### config.mk
export PLATFORM = sky130hd
export DESIGN_NAME = i2c_write_sequencer_flat
export DESIGN_NICKNAME = d
export VERILOG_FILES = /design/src/rtl/i2c_write_sequencer_if.sv /design/src/rtl/i2c_write_sequencer.sv /design/src/flat_wrapper.sv
export SDC_FILE = /design/constraint.sdc
export NUM_CORES = 1
export LEC_CHECK = 0
export CORE_MARGIN = 2
export CORE_UTILIZATION = 59
export CTS_CLUSTER_DIAMETER = 50
export CTS_CLUSTER_SIZE = 30
export DETAILED_ROUTE_END_ITERATION = 6
export PLACE_DENSITY_LB_ADDON = 0.12
export SLEW_MARGIN = 20
export SYNTH_ARGS = -nofsm -noshare
export SYNTH_HDL_FRONTEND = slang
export SYNTH_SLANG_ARGS = --single-unit
### constraint.sdc
create_clock -name Clock -period 4.1 [get_ports Clock]
set_clock_uncertainty 0.05 [all_clocks]
set_input_delay 0.82 -clock Clock [delete_from_list [all_inputs] [get_ports Clock]]
set_output_delay 0.82 -clock Clock [all_outputs]
set_load 0.1 [all_outputs]
### src/rtl/i2c_write_sequencer_if.sv
// i2c_write_sequencer_if: host request, datapath strobes and open-drain pad controls of the write sequencer
interface i2c_write_sequencer_if;
    logic       Start;
    logic [6:0] Addr;
    logic [3:0] Length;
    logic       DataBit;
    logic       SdaIn;
    logic       SclIn;
    logic       LoadData;
    logic       BitShift;
    logic       ByteAdvance;
    logic       SclOe;
    logic       SdaOe;
    logic       Busy;
    logic       Done;
    logic       Nack;
    modport master (
        input  Start, Addr, Length, DataBit, SdaIn, SclIn,
        output LoadData, BitShift, ByteAdvance, SclOe, SdaOe, Busy, Done, Nack
    );
    modport slave (
        output Start, Addr, Length, DataBit, SdaIn, SclIn,
        input  LoadData, BitShift, ByteAdvance, SclOe, SdaOe, Busy, Done, Nack
    );
endinterface

### src/rtl/i2c_write_sequencer.sv
// i2c_write_sequencer: one I2C write (START, addr+W, 0..LEN_MAX bytes with ACK checks, STOP); I2C_CLOCK_STRETCH_EN adds SCL stretching
module i2c_write_sequencer #(
    parameter int DIV     = 125,
    parameter int LEN_MAX = 8
) (
    input logic                   Clock,
    input logic                   reset,
    i2c_write_sequencer_if.master bus
);
    typedef enum logic [2:0] {IDLE, START, ADDR, AACK, DATA, DACK, STOP} state_t;
    localparam int CW = $clog2(DIV);
    localparam logic [CW-1:0] DMAX = CW'(DIV - 1);
    localparam logic [3:0] LMAX = 4'(LEN_MAX);
    state_t state_q, state_d;
    logic [CW-1:0] div_q, div_d;
    logic [1:0] phase_q, phase_d;
    logic [2:0] bit_q, bit_d;
    logic [3:0] byte_q, byte_d, len_q, len_d;
    logic [7:0] addr_q, addr_d;
    logic ack_q, ack_d, nack_q, nack_d, busy_q, busy_d, done_q, done_d;
    logic load_q, load_d, shift_q, shift_d, adv_q, adv_d, scl_q, scl_d, sda_q, sda_d;
    logic hold, tick, bit_end, sample, on_bus;
`ifdef I2C_CLOCK_STRETCH_EN
    assign hold = state_q != IDLE && phase_q == 2'd2 && !bus.SclIn;
`else
    logic unused_scl;
    assign unused_scl = bus.SclIn;
    assign hold = 1'b0;
`endif
    assign tick = div_q == DMAX && !hold;
    assign bit_end = tick && phase_q == 2'd3;
    assign sample = tick && phase_q == 2'd2 && (state_q == AACK || state_q == DACK);
    always_comb begin
        state_d = state_q;
        div_d = (tick || hold) ? '0 : div_q + 1'b1;
        phase_d = tick ? phase_q + 2'd1 : phase_q;
        bit_d = bit_q;
        byte_d = byte_q;
        len_d = len_q;
        addr_d = addr_q;
        ack_d = sample ? !bus.SdaIn : ack_q;
        nack_d = nack_q || (sample && bus.SdaIn);
        busy_d = busy_q;
        done_d = 1'b0;
        load_d = 1'b0;
        shift_d = 1'b0;
        adv_d = 1'b0;
        case (state_q)
            IDLE: begin
                div_d = '0;
                phase_d = '0;
                if (bus.Start && !done_q) begin
                    state_d = START;
                    len_d = bus.Length > LMAX ? LMAX : bus.Length;
                    addr_d = {bus.Addr, 1'b0};
                    byte_d = '0;
                    bit_d = 3'd7;
                    nack_d = 1'b0;
                    busy_d = 1'b1;
                    load_d = 1'b1;
                end
            end
            START: state_d = bit_end ? ADDR : START;
            ADDR: if (bit_end) begin
                addr_d = addr_q << 1;
                bit_d = bit_q - 3'd1;
                state_d = bit_q == 3'd0 ? AACK : ADDR;
            end
            AACK: if (bit_end) state_d = (ack_q && len_q != 4'd0) ? DATA : STOP;
            DATA: if (bit_end) begin
                bit_d = bit_q - 3'd1;
                state_d = bit_q == 3'd0 ? DACK : DATA;
                byte_d = bit_q == 3'd0 ? byte_q + 4'd1 : byte_q;
                shift_d = bit_q != 3'd0;
            end
            DACK: if (bit_end) begin
                adv_d = ack_q && byte_q != len_q;
                state_d = (ack_q && byte_q != len_q) ? DATA : STOP;
            end
            STOP: if (bit_end) begin
                state_d = IDLE;
                done_d = 1'b1;
                busy_d = 1'b0;
            end
            default: state_d = IDLE;
        endcase
        on_bus = state_d == ADDR || state_d == AACK || state_d == DATA || state_d == DACK;
        scl_d = on_bus ? phase_d < 2'd2 : state_d == STOP && phase_d == 2'd0;
        // the datapath shifts one cycle into ph0, so DATA keeps tracking DataBit while SCL is low
        sda_d = state_d == START ? phase_d >= 2'd2 :
                state_d == ADDR  ? !addr_d[7] :
                state_d == DATA  ? (phase_d < 2'd2 ? !bus.DataBit : sda_q) :
                state_d == STOP && phase_d < 2'd2;
    end
    always_ff @(posedge Clock) begin
        if (reset) begin
            state_q <= IDLE;
            {div_q, phase_q, bit_q, byte_q, len_q, addr_q} <= '0;
            {ack_q, nack_q, busy_q, done_q, load_q, shift_q, adv_q, scl_q, sda_q} <= '0;
        end else begin
            state_q <= state_d;
            {div_q, phase_q, bit_q, byte_q, len_q, addr_q} <= {div_d, phase_d, bit_d, byte_d, len_d, addr_d};
            {ack_q, nack_q, busy_q, done_q, load_q, shift_q, adv_q, scl_q, sda_q} <=
                {ack_d, nack_d, busy_d, done_d, load_d, shift_d, adv_d, scl_d, sda_d};
        end
    end
    assign bus.LoadData = load_q;
    assign bus.BitShift = shift_q;
    assign bus.ByteAdvance = adv_q;
    assign bus.SclOe = scl_q;
    assign bus.SdaOe = sda_q;
    assign bus.Busy = busy_q;
    assign bus.Done = done_q;
    assign bus.Nack = nack_q;
endmodule

### src/flat_wrapper.sv
// flat-port wrapper written by rule: the top's interface ports become plain ports
module i2c_write_sequencer_flat 
#(
    parameter int DIV     = 125,
    parameter int LEN_MAX = 8
)
  (Clock, reset, bus_Start, bus_Addr, bus_Length, bus_DataBit, bus_SdaIn, bus_SclIn, bus_LoadData, bus_BitShift, bus_ByteAdvance, bus_SclOe, bus_SdaOe, bus_Busy, bus_Done, bus_Nack);
  i2c_write_sequencer_if bus_i ();
  input logic Clock;
  input logic reset;
  input wire logic [$bits(bus_i.Start)-1:0] bus_Start;
  input wire logic [$bits(bus_i.Addr)-1:0] bus_Addr;
  input wire logic [$bits(bus_i.Length)-1:0] bus_Length;
  input wire logic [$bits(bus_i.DataBit)-1:0] bus_DataBit;
  input wire logic [$bits(bus_i.SdaIn)-1:0] bus_SdaIn;
  input wire logic [$bits(bus_i.SclIn)-1:0] bus_SclIn;
  output wire logic [$bits(bus_i.LoadData)-1:0] bus_LoadData;
  output wire logic [$bits(bus_i.BitShift)-1:0] bus_BitShift;
  output wire logic [$bits(bus_i.ByteAdvance)-1:0] bus_ByteAdvance;
  output wire logic [$bits(bus_i.SclOe)-1:0] bus_SclOe;
  output wire logic [$bits(bus_i.SdaOe)-1:0] bus_SdaOe;
  output wire logic [$bits(bus_i.Busy)-1:0] bus_Busy;
  output wire logic [$bits(bus_i.Done)-1:0] bus_Done;
  output wire logic [$bits(bus_i.Nack)-1:0] bus_Nack;
  assign bus_i.Start = bus_Start;
  assign bus_i.Addr = bus_Addr;
  assign bus_i.Length = bus_Length;
  assign bus_i.DataBit = bus_DataBit;
  assign bus_i.SdaIn = bus_SdaIn;
  assign bus_i.SclIn = bus_SclIn;
  assign bus_LoadData = bus_i.LoadData;
  assign bus_BitShift = bus_i.BitShift;
  assign bus_ByteAdvance = bus_i.ByteAdvance;
  assign bus_SclOe = bus_i.SclOe;
  assign bus_SdaOe = bus_i.SdaOe;
  assign bus_Busy = bus_i.Busy;
  assign bus_Done = bus_i.Done;
  assign bus_Nack = bus_i.Nack;
  i2c_write_sequencer #(.DIV(DIV), .LEN_MAX(LEN_MAX)) u_core (.Clock(Clock), .reset(reset), .bus(bus_i));
endmodule
Run 1, routed metal, one color a layer:
(4 px per um)
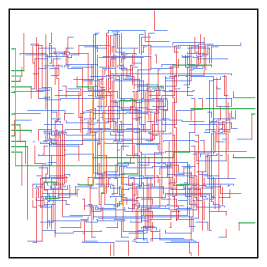
color	layer	wire length
blue	M1	1750 um
green	M3	159 um
red	M2	1970 um
orange	M4	87.0 um
DR WL/cell: 14.4 um
overall routed net length: 3960 um
vias: 1609
Total GRT Usage: 24.2%

Run 1, the metal 3 layer:
(4 px per um) Cells faint in the background.
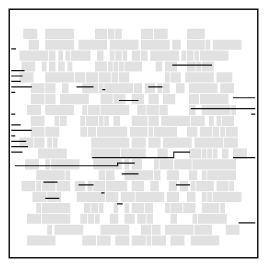
nets with wire on the layer	26
wire length on this layer	159 um
main direction	horizontal
longest straight run	25.5 um
share of all routed wire	4.0%

Run 1, congestion heat map:
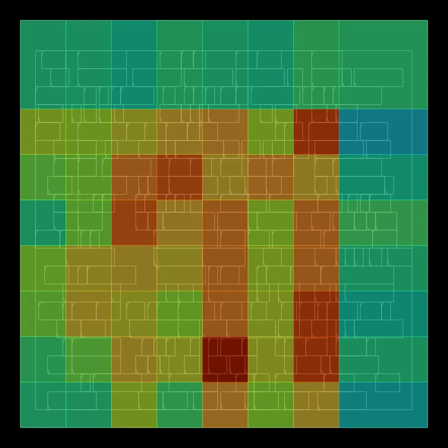
GR Layer Usage met3: 5.59%
gr busiest metal: met2
M2 GR Usage: 41.1%

==> results.txt, run 1 <==
run metrics: post-route core utilization=72.4%, CP max stage delay=1.15 ns, Root Buffer=clkbuf_4, worst endpoint required time=3.23 ns, register share after synthesis=39.7%, most numerous logic cell after layout=dfxtp_1, period utilization=66.7%, dpl hpwl=2950 um, # diodes=0, Die Wd=61.7 um, Synth area leader=dfxtp_1, GR Overflow Total=0, CP Class=flip-flop to output pin, synthesized instance count=214, final setup violation count=0, post-synthesis net count=238, # fillers=275, vias per cell=5.85, status=completed, Sink Count=39, post-CTS resize count=0, Worst Path Max Fanout=3, cells along the critical path=clkdlybuf4s50_1, Clk pin slew, worst setup/hold paths=0.11 ns, crit start category=flip-flop, # hold bufs at CTS=0, share of flip-flops with an asynchronous set or reset=0%, endpoints failing hold=0
==> run 1: metal layers <==
metal	vias to the layer above	GRT usage [%]
met5	-	0
met3	9	5.59
met2	39	41.1
li1	794	-
met1	767	29.0
met4	0	11.2
==> run 1: path summary, 6_finish.rpt <==
path                      from          endpoint  slack (ns)  depth (start not counted)
min reg2reg    u_core.div_q[0]   u_core.div_q[0]        0.45                          1
max            u_core.bus.Done          bus_Done        1.36                          1
max reg2reg  u_core.state_q[1]  u_core.bus.SdaOe        1.77                          6
min            u_core.div_q[0]   u_core.div_q[0]        0.45                          1
==> run 1: power breakdown <==
group,switching (mW),leakage (nW),internal [mW]
clock network,0.122,0.0482,0.144
registers,0.0123,0.317,0.391
logic,0.0461,0.441,0.0395
==> run 1: metrics by stage <==
step                hold WS (ns)  setup WS, ns  area (um^2)
floorplan                  0.380          1.66         1970
global placement           0.389          1.39         2160
detailed placement         0.417          1.34         2160
CTS                        0.444          1.35         2250
global route               0.458          1.31         2250
finish                     0.447          1.36         2250
==> run 1: logic make-up after synthesis <==
| logic type | count (synthesis) |
|---|---|
| mux | 3 |
| flops | 39 |
| simple gates | 87 |
| fa+ha+maj | 7 |
| xor+xnor | 14 |
| buf+inv | 23 |
| compound gates | 41 |
==> run 1: area by class of cell <==
cell class	count	share of cell area [%]
Clock buffer	6	2.28
Clock inverter	2	1.56
Inverter	8	1.34
Multi-Input combinational cell	152	47.0
Sequential cell	39	34.8
Tap cell	44	2.45
Timing Repair Buffer	24	10.6
Run 1, sequential cells colored by netlist name:
(4 px per um) Other sequential cells in the stronger gray, the rest of the logic in the fainter gray.
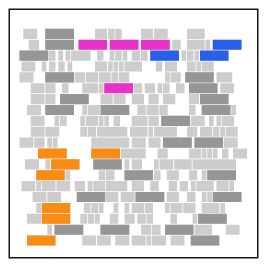

## Run 2: what changed since run 1
--- a/config.mk
+++ b/config.mk
@@ -6,7 +6,7 @@
 export NUM_CORES = 1
 export LEC_CHECK = 0
 export CORE_MARGIN = 2
-export CORE_UTILIZATION = 59
+export CORE_UTILIZATION = 49
 export CTS_CLUSTER_DIAMETER = 50
 export CTS_CLUSTER_SIZE = 30
 export DETAILED_ROUTE_END_ITERATION = 6
==> constraint.sdc (replaced) <==
create_clock -name Clock -period 2.31 [get_ports Clock]
set_clock_uncertainty 0.05 [all_clocks]
set_input_delay 0.462 -clock Clock [delete_from_list [all_inputs] [get_ports Clock]]
set_output_delay 0.462 -clock Clock [all_outputs]
set_load 0.1 [all_outputs]
Run 2, sequential cells colored by netlist name:
(4 px per um) Other sequential cells in the stronger gray, the rest of the logic in the fainter gray.
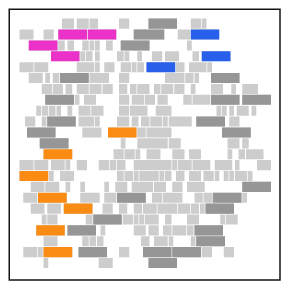
color	name in the netlist	flops
blue	u_core.bit_q	3
magenta	u_core.byte_q	4
orange	u_core.addr_q	7
not colored	25
Sequential Area: 782 um^2
post-route core utilization: 59.0%
sequential cell area share: 33.6%
P_seq: 712 uW

==> run 2 against run 1 <==
  * Worst setup slack worse by 1.2 ns
  * Clock power is 86% higher
  * Register-to-register slack worse by 1.6 ns
  * Synthesized cell count stayed put
  * Synthesized area stayed put
  * Highest routed layer unchanged
  * Combinational power is 95% higher
  * Wire length is 4.4% higher
  * Cell area is 3.5% higher
  * Hold slack worse by 0.034 ns
==> results.txt, run 2 <==
run metrics: DR WL/cell=14.2 um, RSZ-0062 raised after global routing=false, status=completed, dpl cells=283, Clk pin slew, worst setup/hold paths=0.07 ns, endpoint type of the worst setup path=flip-flop, post-CTS resize count=0, # fillers=346, CP Class=flip-flop to flip-flop, Total GRT Usage=20.4%, worst endpoint required time=2.45 ns, yosys synthesis chip area=1970 um^2, share of cells above drive strength 1=14.9%, dpl hpwl=3230 um, Die Wd=67.3 um, cells along the critical path=inv_1 > ha_1 > and3_2 > o2111a_1 > o311ai_4 > nor4b_2 > mux2i_1 > o32ai_1, GR Overflow Total=0, period utilization=92.0%, endpoints failing hold=0, final setup violation count=0, # hold bufs at CTS=0, fp util=49.9%, Root Buffer=clkbuf_8, synthesized instance count=214, vias per cell=5.47, share of flip-flops with an asynchronous set or reset=0%, post-synthesis net count=238, area grow syn2layout=18.3%, # diodes=0, most numerous logic cell after layout=dfxtp_1, CP max stage delay=0.38 ns, Worst Path Max Fanout=7, Synth Register Bits=39, Synth area leader=dfxtp_1, Sink Count=39, overall routed net length=4140 um, DP Area=2220 um^2, pre-CTS setup slack=-0.00647 ns, crit start category=flip-flop, vias=1591, Worst Hold Slack=0.414 ns, register share after synthesis=39.7%, post-route cell area=2320 um^2
Run 2, clock wires, drivers and flops:
(6 px per um)
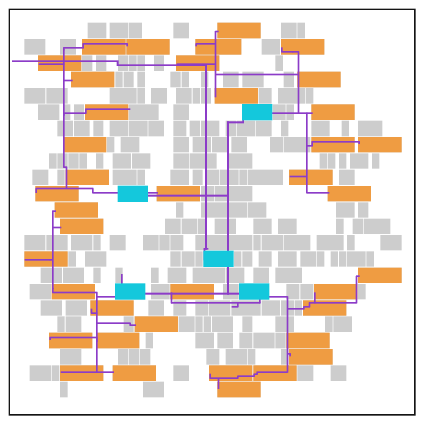
[purple] clock wires | length: 450 um
[orange] flip-flops | count: 39
[cyan] clock-net drivers | count: 5
flops lie	spread over the die

==> run 2: cell counts after synthesis <==
No cell type changed its count.
==> run 2: final timing paths <==
| path | startpoint | endpoint | slack (ns) | cells after the start |
|---|---|---|---|---|
| max | u_core.div_q[0] | u_core.bus.SdaOe | 0.19 | 8 |
| min | u_core.div_q[0] | u_core.div_q[0] | 0.41 | 1 |
| max reg2reg | u_core.div_q[0] | u_core.bus.SdaOe | 0.19 | 8 |
| min reg2reg | u_core.div_q[0] | u_core.div_q[0] | 0.41 | 1 |
==> run 2: where the power goes <==
part	internal, mW	switching [mW]	total (mW)
clock network	0.272	0.223	0.495
logic	0.0793	0.0875	0.167
registers	0.693	0.0185	0.712
total	1.05	0.329	1.37
==> run 2: layout make-up <==
type / count / area (um^2) / share of cell area (%)
flip-flops and latches: 39 / 782 / 33.6
repair buffers: 34 / 293 / 12.6
inverters: 8 / 30.0 / 1.29
well taps: 50 / 62.6 / 2.69
multi-input cells: 152 / 1060 / 45.5
clock buffers: 8 / 100 / 4.31
==> run 2: logic make-up (layout without fill, tap and decap cells) <==
| family | after synthesis | in the layout | synth area share [%] |
|---|---|---|---|
| muxes | 3 | 3 | 1.53 |
| adders and majority gates | 7 | 7 | 4.46 |
| buffers and inverters | 23 | 50 | 6.56 |
| AOI/OAI and AO/OA | 41 | 41 | 17.1 |
| DFF | 39 | 39 | 39.7 |
| xor gates and xnor gates | 14 | 14 | 6.24 |
| and+or+nand+nor | 87 | 87 | 24.4 |
==> run 2: layer usage <==
metal | GRT usage, % | vias up | wire length (um)
met4 | 8.42 | 0 | 59
li1 | - | 808 | -
met1 | 23.5 | 741 | 1790
met3 | 5.33 | 6 | 197
met2 | 35.8 | 36 | 2090
met5 | 0 | - | 0
Run 2, the metal 3 layer:
(4 px per um) Cells faint in the background.
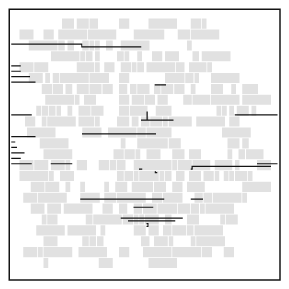

## Run 3: what changed since run 2
--- a/config.mk
+++ b/config.mk
@@ -11,6 +11,7 @@
 export CTS_CLUSTER_SIZE = 30
 export DETAILED_ROUTE_END_ITERATION = 6
 export PLACE_DENSITY_LB_ADDON = 0.12
+export REMOVE_ABC_BUFFERS = 1
 export SLEW_MARGIN = 20
 export SYNTH_ARGS = -nofsm -noshare
 export SYNTH_HDL_FRONTEND = slang
Run 3, the metal 3 layer:
(4 px per um) Cells faint in the background.
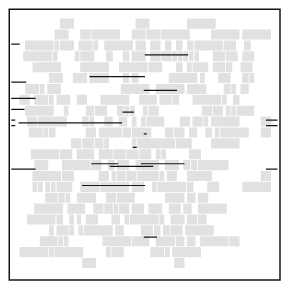
overall routed net length: 4060 um
vias: 1594
GR Layer Usage met3: 5.67%

==> run 3 against run 2 <==
  * Utilization is essentially flat
  * Global-route usage shrank 0.17 points
  * Maximum frequency grew 1.3%
  * Sequential share of layout area is essentially flat
  * Via count grew 0.19%
  * Critical path type unchanged
  * Largest power group unchanged
  * Clock power grew 0.8%
  * Count of clock-buffer cells in the layout is the same
==> results.txt, run 3 <==
run metrics: synthesized instance count=214, post-CTS resize count=0, pre-CTS setup slack=-0.00708 ns, Synth area leader=dfxtp_1, P_seq=712 uW, top power group=sequential cells, NetSw=333 uW, combinational power=166 uW, Worst Reg-to-Reg Cells=7, endpoint type of the worst setup path=flip-flop, area grow syn2layout=18.2%, share of flip-flops with an asynchronous set or reset=0%, RSZ-0062 raised after global routing=false, origin of the critical flop-to-flop path=u_core.div_q[0], fp util=49.9%, status=completed, Sequential Area=781 um^2, share of cells above drive strength 1=14.6%, endpoints failing hold=0, PnR worst setup slack=0.212 ns, combinational fraction of design power=12.0%, Clk power=499 uW
Run 3, sequential cells colored by netlist name:
(4 px per um) Other sequential cells in the stronger gray, the rest of the logic in the fainter gray.
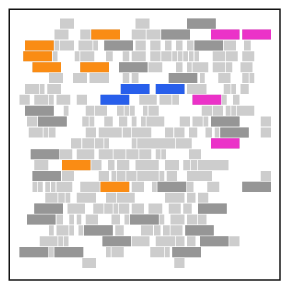
color	name in the netlist	flops
blue	u_core.bit_q	3
magenta	u_core.byte_q	4
orange	u_core.addr_q	7
not colored	25
sequential cell area share: 33.6%
post-route core utilization: 58.9%

==> run 3: cell count changes in the layout (fill, tap and decap cells not counted), sizes merged <==
cell	before	now
buf	19	18
==> run 3: worst max-delay path, stage by stage (launching register included) <==
cell,delay [ns]
dfxtp_1,0.34
inv_1,0.06
ha_1,0.19
and3_2,0.32
a31oi_2,0.13
or3_1,0.45
a222oi_1,0.38
nor2_1,0.07
==> run 3: worst max-delay path by stage <==
stage	end	slack, ns	cells after the start
3_3_place_gp	u_core.addr_q[3]	0.05	6
6_report	u_core.addr_q[4]	0.21	7
2_1_floorplan	u_core.bus.SdaOe	-0.07	6
5_1_grt	u_core.bus.SdaOe	0.03	8
4_1_cts	u_core.bus.SdaOe	0.13	8
3_5_place_dp	u_core.addr_q[6]	-0.007	6
==> run 3: final cells by class <==
class	count	share of cell area, %
multi-input combinational	152	45.8
sequential	39	33.6
timing repair buffer	33	12.3
clock buffer	8	4.31
tap	50	2.69
inverter	8	1.29
==> run 3: logic make-up (layout without fill, tap and decap cells) <==
group           Yosys count  count (layout)  share of synthesized area [%]
flops                    39              39                           39.7
xor+xnor                 14              14                           6.24
buf+inv                  23              49                           6.56
simple gates             87              87                           24.4
compound gates           41              41                           17.1
mux                       3               3                           1.53
fa+ha+maj                 7               7                           4.46
==> run 3: layer usage <==
layer  GRT usage (%)  vias to the layer above  share of wire, %  routed length, um
met3            5.67                        9               3.3                135
li1                -                      808                 -                  -
met5               0                        -                 0                  0
met1            25.8                      749                47               1910
met4            7.40                        0               1.7                 68
met2            32.8                       28                48               1940
No activity file was given, so power comes from the tool's default toggle rates.
